### I/O nets highlighted, run 1

Scale: 2 px per um.
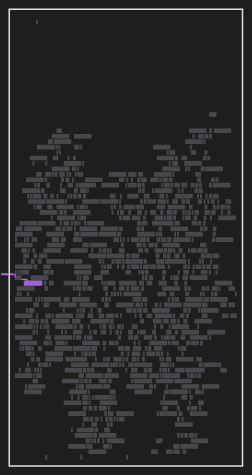
### Routing congestion, run 1

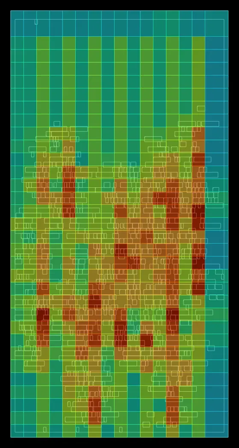
### Register map, names as in the netlist, run 1

Scale: 1.5 px per um. Other sequential cells in the stronger gray, the rest of the logic in the fainter gray.
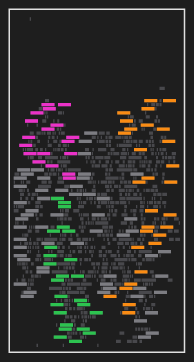
### Pin placement, run 1

Scale: 1.5 px per um. Pins as bars across the die edge, other pins in gray.
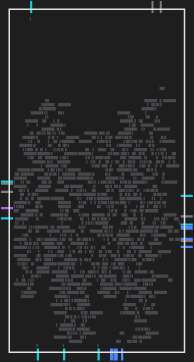
[src/rtl/teatimer_pkg.sv]
// Tea timer shared types: controller states, pixel layout and colour constants.
// Latency: n/a (package only).
// Backpressure: n/a.
package teatimer_pkg;

  typedef enum logic [1:0] {
    IDLE    = 2'd0,
    RUNNING = 2'd1,
    DONE    = 2'd2
  } state_t;

  // Framebuffer layout: three bytes per LED, sent in G, R, B order.
  localparam int BYTES_PER_LED = 3;

  localparam logic [7:0] LED_ON_LEVEL  = 8'h20;
  localparam logic [7:0] LED_OFF_LEVEL = 8'h00;

  typedef struct packed {
    logic [7:0] g;
    logic [7:0] r;
    logic [7:0] b;
  } pixel_t;

  // Colour of one LED given the controller state, whether the countdown
  // bar covers it, and the current flash phase.
  function automatic pixel_t pixel_color(input state_t st, input logic lit, input logic phase_on);
    pixel_t px;
    px.g = LED_OFF_LEVEL;
    px.r = LED_OFF_LEVEL;
    px.b = LED_OFF_LEVEL;
    case (st)
      RUNNING: if (lit) px.g = LED_ON_LEVEL;
      DONE:    if (phase_on) px.r = LED_ON_LEVEL;
      default: ;
    endcase
    return px;
  endfunction

endpackage

[src/rtl/btn_debounce.sv]
// Switch conditioner: 2-flop synchronizer, stability filter, rising-edge press pulse.
// Latency: level change to press pulse = 2 + DEBOUNCE_CYC cycles.
// Backpressure: none; press is a single-cycle pulse the consumer must take.
module btn_debounce #(
  parameter int DEBOUNCE_CYC = 200_000
) (
  input  logic clk_20M,
  input  logic resetn,
  input  logic sw,
  output logic press
);

  localparam int CW = (DEBOUNCE_CYC > 1) ? $clog2(DEBOUNCE_CYC + 1) : 1;
  localparam logic [CW-1:0] CNT_LAST = CW'(DEBOUNCE_CYC - 1);

  logic          sync_q1;
  logic          sync_q2;
  logic          level_q;
  logic [CW-1:0] stable_cnt;

  // Bring the raw switch into the clock domain.
  always_ff @(posedge clk_20M or negedge resetn) begin
    if (!resetn) begin
      sync_q1 <= 1'b0;
      sync_q2 <= 1'b0;
    end else begin
      sync_q1 <= sw;
      sync_q2 <= sync_q1;
    end
  end

  // Accept a new level only after it differs from the accepted one for
  // DEBOUNCE_CYC consecutive cycles; pulse on an accepted 0->1 change.
  always_ff @(posedge clk_20M or negedge resetn) begin
    if (!resetn) begin
      level_q    <= 1'b0;
      stable_cnt <= '0;
      press      <= 1'b0;
    end else if (sync_q2 == level_q) begin
      stable_cnt <= '0;
      press      <= 1'b0;
    end else if (stable_cnt == CNT_LAST) begin
      level_q    <= sync_q2;
      stable_cnt <= '0;
      press      <= sync_q2;
    end else begin
      stable_cnt <= stable_cnt + CW'(1);
      press      <= 1'b0;
    end
  end

endmodule

[src/rtl/teatimer_ctrl.sv]
// Tea-brew countdown controller and sole writer of the neopixel framebuffer BRAM.
// Latency: press -> state next edge; repaint sweep starts the cycle after its trigger.
// Backpressure: none; triggers during a sweep collapse into one pending repaint.
module teatimer_ctrl
  import teatimer_pkg::*;
#(
  parameter int NUM_LEDS     = 24,
  parameter int BREW_SECS    = 240,
  parameter int TICK_DIV     = 20_000_000,
  parameter int DEBOUNCE_CYC = 200_000
) (
  input  logic       clk_20M,
  input  logic       resetn,
  input  logic       sw_start,
  input  logic       sw_stop,
  output logic [8:0] w_addr,
  output logic [7:0] din,
  output logic       write_en,
  output logic       busy,
  output logic       done
);

  localparam int              NUM_BYTES = BYTES_PER_LED * NUM_LEDS;
  localparam logic [8:0]      LAST_ADDR = 9'(NUM_BYTES - 1);
  localparam int              TW        = (TICK_DIV > 1) ? $clog2(TICK_DIV) : 1;
  localparam logic [TW-1:0]   TICK_LAST = TW'(TICK_DIV - 1);
  localparam logic [11:0]     BREW_LOAD = 12'(BREW_SECS);
  localparam logic [31:0]     ACC_STEP  = 32'(BREW_SECS);
  localparam logic [31:0]     LED_SCALE = 32'(NUM_LEDS);

  logic          start_press;
  logic          stop_press;

  logic [TW-1:0] tick_cnt;
  logic          tick;
  logic          tick_clr;

  state_t        state;
  state_t        state_nxt;
  logic [11:0]   remaining;
  logic [11:0]   remaining_nxt;
  logic          phase_on;
  logic          phase_nxt;
  logic          repaint;
  logic          pending;

  logic          sweep_last;
  logic          sweep_go;
  logic          sweep_step;
  logic [1:0]    byte_idx;
  logic [31:0]   led_acc;
  logic [31:0]   acc_cand;
  logic [31:0]   rem_scaled;
  logic          lit;
  pixel_t        pix_nxt;
  logic [7:0]    r_q;
  logic [7:0]    b_q;

  btn_debounce #(.DEBOUNCE_CYC(DEBOUNCE_CYC)) u_start_db (
    .clk_20M (clk_20M),
    .resetn  (resetn),
    .sw      (sw_start),
    .press   (start_press)
  );

  btn_debounce #(.DEBOUNCE_CYC(DEBOUNCE_CYC)) u_stop_db (
    .clk_20M (clk_20M),
    .resetn  (resetn),
    .sw      (sw_stop),
    .press   (stop_press)
  );

  assign tick = (tick_cnt == TICK_LAST);
  assign busy = write_en;
  assign done = (state == DONE);

  // 1 s time base: wraps every TICK_DIV cycles, realigned by every start.
  always_ff @(posedge clk_20M or negedge resetn) begin
    if (!resetn) begin
      tick_cnt <= '0;
    end else if (tick_clr || tick) begin
      tick_cnt <= '0;
    end else begin
      tick_cnt <= tick_cnt + TW'(1);
    end
  end

  // Controller state register.
  always_ff @(posedge clk_20M or negedge resetn) begin
    if (!resetn) begin
      state     <= IDLE;
      remaining <= '0;
      phase_on  <= 1'b1;
    end else begin
      state     <= state_nxt;
      remaining <= remaining_nxt;
      phase_on  <= phase_nxt;
    end
  end

  // Next state with stop > start > tick; flags a repaint on every visible change.
  always_comb begin
    state_nxt     = state;
    remaining_nxt = remaining;
    phase_nxt     = phase_on;
    tick_clr      = 1'b0;
    repaint       = 1'b0;
    if (stop_press) begin
      state_nxt     = IDLE;
      remaining_nxt = '0;
      phase_nxt     = 1'b1;
      repaint       = (state != IDLE);
    end else if (start_press) begin
      state_nxt     = RUNNING;
      remaining_nxt = BREW_LOAD;
      phase_nxt     = 1'b1;
      tick_clr      = 1'b1;
      repaint       = 1'b1;
    end else if (tick) begin
      case (state)
        RUNNING: begin
          remaining_nxt = remaining - 12'd1;
          repaint       = 1'b1;
          if (remaining == 12'd1) begin
            state_nxt = DONE;
            phase_nxt = 1'b1;
          end
        end
        DONE: begin
          phase_nxt = !phase_on;
          repaint   = 1'b1;
        end
        default: ;
      endcase
    end
  end

  // Sweep sequencing and per-LED colour; the bar test uses a running
  // i*BREW_SECS accumulator against remaining*NUM_LEDS instead of a divider.
  always_comb begin
    sweep_last = write_en && (w_addr == LAST_ADDR);
    sweep_go   = (!write_en || sweep_last) && (pending || repaint);
    sweep_step = write_en && !sweep_last;
    acc_cand   = sweep_go ? 32'd0 : (led_acc + ACC_STEP);
    rem_scaled = 32'(remaining_nxt) * LED_SCALE;
    lit        = (acc_cand < rem_scaled);
    pix_nxt    = pixel_color(state_nxt, lit, phase_nxt);
  end

  // Remember a repaint that could not start immediately; reset leaves one set
  // so the framebuffer is cleared right after reset.
  always_ff @(posedge clk_20M or negedge resetn) begin
    if (!resetn) begin
      pending <= 1'b1;
    end else if (sweep_go) begin
      pending <= 1'b0;
    end else if (repaint) begin
      pending <= 1'b1;
    end
  end

  // Framebuffer write port: one byte per cycle, colour latched at each G byte.
  always_ff @(posedge clk_20M or negedge resetn) begin
    if (!resetn) begin
      write_en <= 1'b0;
      w_addr   <= '0;
      din      <= '0;
      byte_idx <= '0;
      led_acc  <= '0;
      r_q      <= '0;
      b_q      <= '0;
    end else if (sweep_go) begin
      write_en <= 1'b1;
      w_addr   <= '0;
      byte_idx <= '0;
      led_acc  <= '0;
      din      <= pix_nxt.g;
      r_q      <= pix_nxt.r;
      b_q      <= pix_nxt.b;
    end else if (sweep_step) begin
      w_addr <= w_addr + 9'd1;
      if (byte_idx == 2'd2) begin
        byte_idx <= '0;
        led_acc  <= acc_cand;
        din      <= pix_nxt.g;
        r_q      <= pix_nxt.r;
        b_q      <= pix_nxt.b;
      end else begin
        byte_idx <= byte_idx + 2'd1;
        din      <= (byte_idx == 2'd0) ? r_q : b_q;
      end
    end else begin
      write_en <= 1'b0;
      w_addr   <= '0;
      din      <= '0;
      byte_idx <= '0;
      led_acc  <= '0;
    end
  end

endmodule

[config.mk]
export PLATFORM = sky130hd
export DESIGN_NAME = teatimer_ctrl
export DESIGN_NICKNAME = d
export VERILOG_FILES = /design/src/rtl/teatimer_pkg.sv /design/src/rtl/btn_debounce.sv /design/src/rtl/teatimer_ctrl.sv
export SDC_FILE = /design/constraint.sdc
export NUM_CORES = 1
export LEC_CHECK = 0
export CAP_MARGIN = 15
export CORE_ASPECT_RATIO = 2
export CORE_MARGIN = 2
export CORE_UTILIZATION = 30
export DETAILED_ROUTE_END_ITERATION = 6
export GPL_ROUTABILITY_DRIVEN = 0
export SYNTH_ARGS = -nofsm -noshare
export SYNTH_HDL_FRONTEND = slang
export SYNTH_SLANG_ARGS = --single-unit
[constraint.sdc]
create_clock -name clk_20M -period 8.3 [get_ports clk_20M]
set_input_delay 1.245 -clock clk_20M [delete_from_list [all_inputs] [get_ports clk_20M]]
set_output_delay 1.245 -clock clk_20M [all_outputs]
set_load 0.01 [all_outputs]
==> deck_impl_summary.md, run 1 <==
Synthesis and Place & Route Summary

Floorplan
  • Row count: 81
  • Floorplan utilization: between 30% and 40%
  • Die height: roughly 230 um
  • Die ar.: 26400 um2
  • Die width: 116 um

Pwr
  • Clock Power: around 0.00079 W
  • Flop pwr share: 43.7%
  • Internal Power: between 0.001 and 0.0015 W
  • P per Cell Area: 168 nW/um2
  • Clk network pwr share: between 50% and 60%
  • Worst VDD drop: between 100 and 150 uV
  • Comb power frac: ~1.6%

Min path
  • Hold Crit Class: register to register
  • WHS Endpoint: u_start_db.sync_q2$_DFF_PN0_

Yosys
  • Total number of yosys warnings: 0
  • Mux cell area share after synthesis: less than 1%
  • Mapped cell area: roughly 7500 um2
  • Ys flops: roughly 130
  • AO/OA Area Share: under 10%
  • Simple share: ~25%
  • Post-Syn Instances: roughly 830
  • Main synth FF type: dfrtp_1
  • Count leader, synth: nor2_1
  • Avg Inst Size Synth: between 9 and 10 um2
  • YS chip area: between 7000 and 8000 um2
  • Post-synth EDFFs: 0
  • Number of standard cells reported by yosys: 831
  • Synth unique cells: just over 60

Layout
  • Design Area, Final: between 8000 and 9000 um2
  • Layout cell share with drive strength beyond 1: ~6.4%
  • Fill cell count: around 2500
  • Top reg by flops: led_acc
  • Ant diodes: 0
  • Synth-to-Final Area Change: 14.7%
  • Regs by FF count: led_acc x29, tick_cnt x25
  • Comb gate area: between 4000 and 5000 um2

Setup path
  • Family with the most delay on the worst path: AND-OR/OR-AND gates
  • Critical-path cell list: ha_1 > and3_1 > nand2_1 > nor4_4 > nor2_1 > a211oi_1 > mux2i_1 > ha_1 > inv_1 > o211ai_1 > o211ai_1 > a21boi_1 > o21ai_0 > nand2b_1 > xnor2_1 > ha_1 > nor2b_1 > o21ai_0 > nand2b_1 > a21oi_1 > nor2b_1 > o211ai_1 > a31oi_1 > o31ai_1
  • Crit Path Max Fanout: 9
  • Worst path max stage delay: about 0.47 ns
  • Worst path depth: 24
  • Critical Path Source Type: register
  • R2R Setup Slk: between 3 and 4 ns
  • Critical Path Sink Type: register
  • Worst reg-to-reg path cell count: 24
  • CP required: approximately 8.6 ns
  • R2R Path Start: tick_cnt[0]$_DFF_PN0_
  • CP max stage cell: nor4_4

Final timing
  • RSZ-0062 raised after global routing: false
  • Setup ws final: between 3 and 4 ns
  • Setup TNS: 0 ns
  • Setup violators final: 0
  • Hold Fails Final Rpt: 0
  • Least-Margin Pin Slew: approximately 1.0 ns
  • Rel. slew slack: between 30% and 40%

Detailed routing
  • Antenna-violating nets left: 0
  • Remaining DRCs: 0
  • Met3 WL: roughly 330 um
  • Drt first pass iters: 4
  • WL met2: just over 9000 um
  • Vias per cell: 4.82
  • Via count: 5715
  • Top Layer Used: met4

Placement
  • Setup WS pre-CTS: 3.53 ns
  • Dpl hpwl: ~12000 um
  • Cells after DPL: ~1200
  • Cell Area, Placed: between 7000 and 8000 um2

Clock network
  • CTS Buffer Depth: 2
  • H-tree level count: 4
  • Clock latency on the worst-skew pair: between 0.4 and 0.5 ns
  • Cts bufs inserted: 17
  • Clock transition at path regs: ~0.06 ns
  • Post-CTS Hold Fix Bufs: 0
  • CTS Root Buffer Type: clkbuf_16
  • Clock sink count: between 100 and 150

Global routing
  • M3 GR Usage: 2.73%
  • Vias in the first global route: between 6000 and 7000
  • GRT overflow: 0
  • GR Util met2: between 20% and 30%
  • Initial antenna violation count: 0
  • Largest net degree at the start of global routing: about 69

Flow run
  • Maximum Capacitance Violations: 0

Outcome
  • Outcome: complete, no violations
About 'I/O nets highlighted':
Key: purple = sw_stop [bits 1, direction input, end cells 1, buffers 1, wire 8.10 um]
# port buffers: 16
I/O Pins: 24

About 'Routing congestion':
grt peak-use layer: met2
GR Util met1: 13.8%
post-detailed-route wirelength per cell: 13.6 um
final core occ: 35.1%

About 'Register map, names as in the netlist':
Key: magenta = u_start_db.stable_cnt [sequential cells 18]; green = tick_cnt [sequential cells 25]; orange = led_acc [sequential cells 29]
Another 56 sequential cells are not colored.
register area: 3210 um2
flop share of the area: 37.2%
sequential power: 0.000631 W

About 'Pin placement':
Key: purple = sw_stop [pins 1, direction input, edge west]; cyan = din [pins 8, direction output, edge 3 south, 2 west, 2 east, 1 north]; blue = w_addr [pins 9, direction output, edge 5 south, 4 east]
All pins by edge: 8 east, 8 south, 5 west, 3 north.

run 1: final cells by class:
type                            instances  share of cell area [%]
Clock buffer                           24                    5.83
Tap cell                              332                    4.83
Clock inverter                          8                    1.47
Sequential cell                       128                    37.2
Timing Repair Buffer                   19                    2.14
Multi-Input combinational cell        641                    47.1
Inverter                               33                    1.44
run 1: layout by cell type (no fill, tap or decap), types with 5 or more instances in the layout:
master,count
o21ai_0,24
nand2_1,56
and2_1,9
xnor2_1,60
o211ai_1,5
clkdlybuf4s50_1,15
clkbuf_16,17
ha_1,34
and3_1,25
clkbuf_8,5
a211oi_1,7
or3_1,16
nand3_1,45
nand2b_1,5
nor3_1,15
nand4_1,24
nor2_1,148
and4_1,6
conb_1,7
a31oi_1,8
nor4_1,7
a21oi_1,31
nor3b_1,5
inv_1,32
xor2_1,56
dfrtp_1,126
### Routed metal, one color a layer, run 1

Scale: 2 px per um.
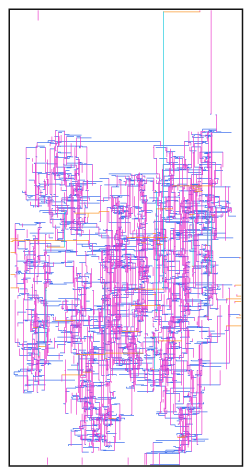

## Run 2: what changed since run 1
clock period = 4.8 ns   (was 8.3 ns; I/O delays follow)
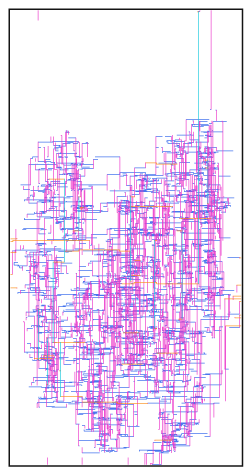
*Routed metal, one color a layer, run 2*
Scale: 2 px per um.
Key: orange = metal 3 [wire length 355 um]; cyan = metal 4 [wire length 462 um]; blue = metal 1 [wire length 6360 um]; magenta = metal 2 [wire length 9400 um]

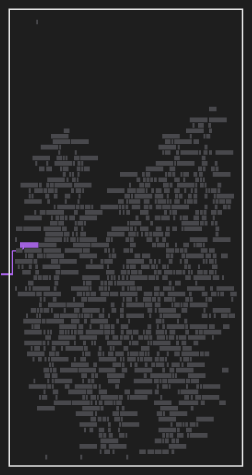
*I/O nets highlighted, run 2*
Scale: 2 px per um.
Key: purple = sw_stop [bits 1, direction input, end cells 1, buffers 1, wire 16.4 um]

==> deck_impl_summary.md, run 2 <==
Synthesis and Place & Route Summary

Layout
  • Multi-input gates: 641 (unchanged)
  • Final core occ: 35.1% (unchanged)
  • Dominant class by area: logic gates
  • Non-clock buffer share of cell area: 2.31% (+0.17 points)
  • Buffers excl. clock: 21 (+2)
  • Register area: 3210 um2 (unchanged)
  • Top reg by flops: led_acc
  • Fill cell count: 2574 (+2.1%)
  • Logic share of the area: 47.6% (+0.54 points)
  • Seq_cells: 128 (unchanged)
  • Most common logic cell in the routed design: nor2_1
  • Clock network area share: 6.58% (-0.71 points)
  • Synth-to-Final Area Change: 14.7% (unchanged)
  • Layout cell share with drive strength beyond 1: 7.60% (+1.2 points)
  • Comb gate area: 4100 um2 (+1.1%)
  • Inverters: 33 (unchanged)

Floorplan
  • Die ar.: 26400 um2 (unchanged)
  • Row count: 81 (unchanged)
  • Die height: 228 um (unchanged)
  • Floorplan utilization: 30.6% (unchanged)

Yosys
  • Post-synth EDFFs: 0 (unchanged)
  • Avg Inst Size Synth: 9.03 um2 (unchanged)
  • Mux cell area share after synthesis: 0.433% (unchanged)
  • Mapped cell area: 7500 um2 (unchanged)
  • Number of standard cells reported by yosys: 831 (unchanged)
  • Total number of yosys warnings: 0 (unchanged)
  • YS chip area: 7500 um2 (unchanged)

Setup path
  • Critical Path Source Type: register
  • Worst path max stage delay: 0.44 ns (-0.03 ns)
  • CP required: 5.10 ns (-3.52 ns)
  • CP max stage cell: dfrtp_1
  • Crit Path Max Fanout: 8 (-1)

Detailed routing
  • Via count: 5797 (+1.4%)
  • Remaining DRCs: 0 (unchanged)
  • Drt first pass iters: 4 (unchanged)
  • Antenna-violating nets left: 0 (unchanged)
  • Post-detailed-route wirelength per cell: 14.0 um (+2.6%)
  • WL met2: 9400 um (+3.0%)
  • Met3 WL: 355 um (+8.9%)

Global routing
  • GR Util met1: 13.6% (-0.26 points)
  • GR Util met2: 25.5% (-0.21 points)
  • Initial antenna violation count: 0 (unchanged)
  • M3 GR Usage: 2.68% (-0.053 points)
  • Largest net degree at the start of global routing: 101 (+46%)
  • Vias in the first global route: 5949 (-1.9%)

Pwr
  • Sequential power: 0.00109 W (+73%)
  • Internal Power: 0.00187 W (+63%)
  • Flop pwr share: 45.6% (+1.9 points)
  • Clock Power: 0.00126 W (+59%)
  • Comb power frac: 1.6% (about the same)
  • Clk network pwr share: 52.7% (-2.0 points)

Clock network
  • Clock sink count: 128 (unchanged)
  • Cts bufs inserted: 17 (unchanged)
  • CTS Buffer Depth: 2 (unchanged)
  • Clock transition at path regs: 0.06 ns (about the same)
  • Post-CTS Hold Fix Bufs: 0 (unchanged)
  • CTS Root Buffer Type: clkbuf_16

Placement
  • # port buffers: 16 (unchanged)
  • Setup WS pre-CTS: 0.109 ns (-3.42 ns)
  • Cells after DPL: 1155 (+0.17%)
  • Cell Area, Placed: 8000 um2 (+0.19%)

Flow run
  • Maximum Capacitance Violations: 0 (unchanged)

Min path
  • Hold Crit Class: register to register

Outcome
  • Outcome: complete, no violations

Final timing
  • Setup TNS: 0 ns (unchanged)
  • Hold Fails Final Rpt: 0 (unchanged)
## run 2: cell counts after synthesis
Identical to the previous run, type by type.
## run 2: worst paths after layout
| path | from | end | cells past startpoint |
|---|---|---|---|
| worst min register to register | u_stop_db.sync_q1$_DFF_PN0_ | u_stop_db.sync_q2$_DFF_PN0_ | 0 |
| worst max register to register | tick_cnt[12]$_DFF_PN0_ | din[5]$_DFF_PN0_ | 20 |
| min in group asynchronous | resetn | led_acc[26]$_DFFE_PN0P_ | 1 |
| worst max-delay path | tick_cnt[12]$_DFF_PN0_ | din[5]$_DFF_PN0_ | 20 |
| worst min-delay path | u_stop_db.sync_q1$_DFF_PN0_ | u_stop_db.sync_q2$_DFF_PN0_ | 0 |
| max in group asynchronous | resetn | phase_on$_DFF_PN1_ | 2 |
### Routing congestion, run 2

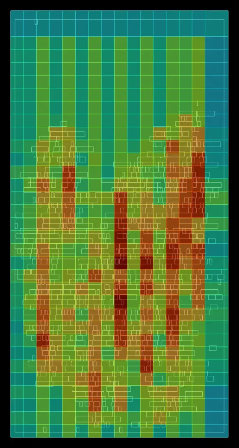

## Run 3: what changed since run 2
CTS_CLUSTER_SIZE = 10   (was default)
SLEW_MARGIN = 20   (was default)
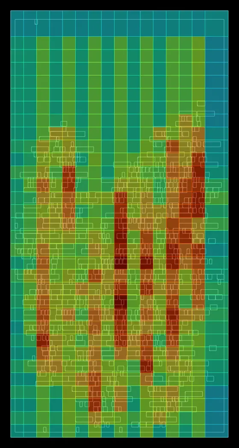
*Routing congestion, run 3*
post-detailed-route wirelength per cell: 14.0 um
final core occ: 35.1%
total track usage: 13.5%
GR Util met2: 25.5%

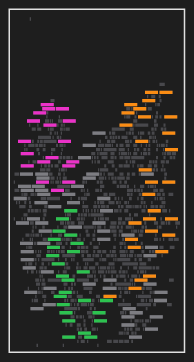
*Register map, names as in the netlist, run 3*
Scale: 1.5 px per um. Other sequential cells in the stronger gray, the rest of the logic in the fainter gray.
flop share of the area: 37.2%
sequential power: 0.00109 W

==> deck_impl_summary.md, run 3 <==
Synthesis and Place & Route Summary

Outcome
  • Outcome: complete, no violations

Detailed routing
  • Antenna-violating nets left: 0 (unchanged)
  • Via count: 5817 (+0.35%)
  • Met3 WL: 335 um (-5.6%)
  • Remaining DRCs: 0 (unchanged)
  • WL met2: 9320 um (-0.84%)
  • Drt first pass iters: 4 (unchanged)

Layout
  • Max reg flops: 29
  • Synth-to-Final Area Change: 14.8% (about the same)
  • Regs by FF count: led_acc x29, tick_cnt x25
  • Most common logic cell in the routed design: nor2_1
  • Top reg by flops: led_acc
  • Design Area, Final: 8620 um2
  • Layout cell share with drive strength beyond 1: 7.60% (unchanged)
  • Fill cell count: 2574 (unchanged)

Setup path
  • Critical Path Sink: din[5]$_DFF_PN0_
  • CP max stage cell: dfrtp_1
  • Worst path max stage delay: 0.44 ns (about the same)
  • Critical Path Source Type: register
  • FF-to-FF End: din[5]$_DFF_PN0_
  • Crit Path Max Fanout: 8 (unchanged)
  • CP required: 5.13 ns (+0.03 ns)
  • Worst reg-to-reg path cell count: 20 (unchanged)
  • Critical path origin: tick_cnt[12]$_DFF_PN0_
  • R2R Path Start: tick_cnt[12]$_DFF_PN0_
  • Critical Path Sink Type: register
  • Worst path depth: 20 (unchanged)

Final timing
  • Setup TNS: 0 ns (unchanged)
  • Hold Fails Final Rpt: 0 (unchanged)
  • Slew Limit Fails: 0
  • Min Tclk post-route: between 4 and 5 ns

Yosys
  • Number of standard cells reported by yosys: 831 (unchanged)
  • AO/OA Area Share: 8.24%
  • Post-synth top area cell: dfrtp_1
  • Avg Inst Size Synth: 9.03 um2 (unchanged)
  • Mux cell area share after synthesis: 0.433% (unchanged)
  • YS chip area: 7500 um2 (unchanged)
  • Main synth FF type: dfrtp_1
  • Mapped cell area: 7500 um2 (unchanged)
  • Simple share: about 25%
  • Total number of yosys warnings: 0 (unchanged)
  • Post-synth EDFFs: 0 (unchanged)

Floorplan
  • Die height: 228 um (unchanged)
  • Die ar.: 26400 um2 (unchanged)
  • Row count: 81 (unchanged)
  • I/O Pins: 24
  • Floorplan utilization: 30.6% (unchanged)
  • Core area: approximately 25000 um2

Global routing
  • Largest net degree at the start of global routing: 101 (unchanged)
  • Vias in the first global route: 5949 (unchanged)
  • GR Util met1: 13.6% (unchanged)
  • M3 GR Usage: 2.68% (unchanged)
  • Initial antenna violation count: 0 (unchanged)

Min path
  • Hold Crit Class: register to register
  • WHS Endpoint: u_stop_db.sync_q2$_DFF_PN0_
  • Hold-critical path depth: 0 (unchanged)
  • Worst Hold Launch: u_stop_db.sync_q1$_DFF_PN0_

Placement
  • # port buffers: 16 (unchanged)
  • Cells after DPL: 1155 (unchanged)
  • Cell Area, Placed: 8000 um2 (unchanged)
  • Setup WS pre-CTS: 0.109 ns (unchanged)

Flow run
  • Maximum Capacitance Violations: 0 (unchanged)

Clock network
  • Clock transition at path regs: 0.06 ns (about the same)
  • CTS Buffer Depth: 2 (unchanged)
  • CTS Root Buffer Type: clkbuf_16
  • Cts bufs inserted: 17 (unchanged)
  • Clock sink count: 128 (unchanged)
  • Post-CTS Hold Fix Bufs: 0 (unchanged)
[run 3: cell counts after synthesis]
No cell type changed its count.
[run 3: where the power goes]
group	total [W]	switching, W	internal [W]
clock network	0.00126	0.000487	0.000772
registers	0.00109	0.00000474	0.00109
logic	0.0000391	0.0000312	0.00000783
[run 3: final cells by class]
type | instances | area, um2 | area share, %
Timing Repair Buffer | 21 | 199 | 2.31
Tap cell | 332 | 415 | 4.82
Clock inverter | 11 | 116 | 1.35
Multi-Input combinational cell | 641 | 4110 | 47.6
Clock buffer | 21 | 450 | 5.23
Sequential cell | 128 | 3210 | 37.2
Inverter | 33 | 124 | 1.44
[run 3: what timing repair did]
action	in CTS	in global routing
buffers inserted	0	0
hold endpoints to repair	0	0
endpoints found under the setup margin	0	1
resized	0	11
No activity file was given, so power comes from the tool's default toggle rates.
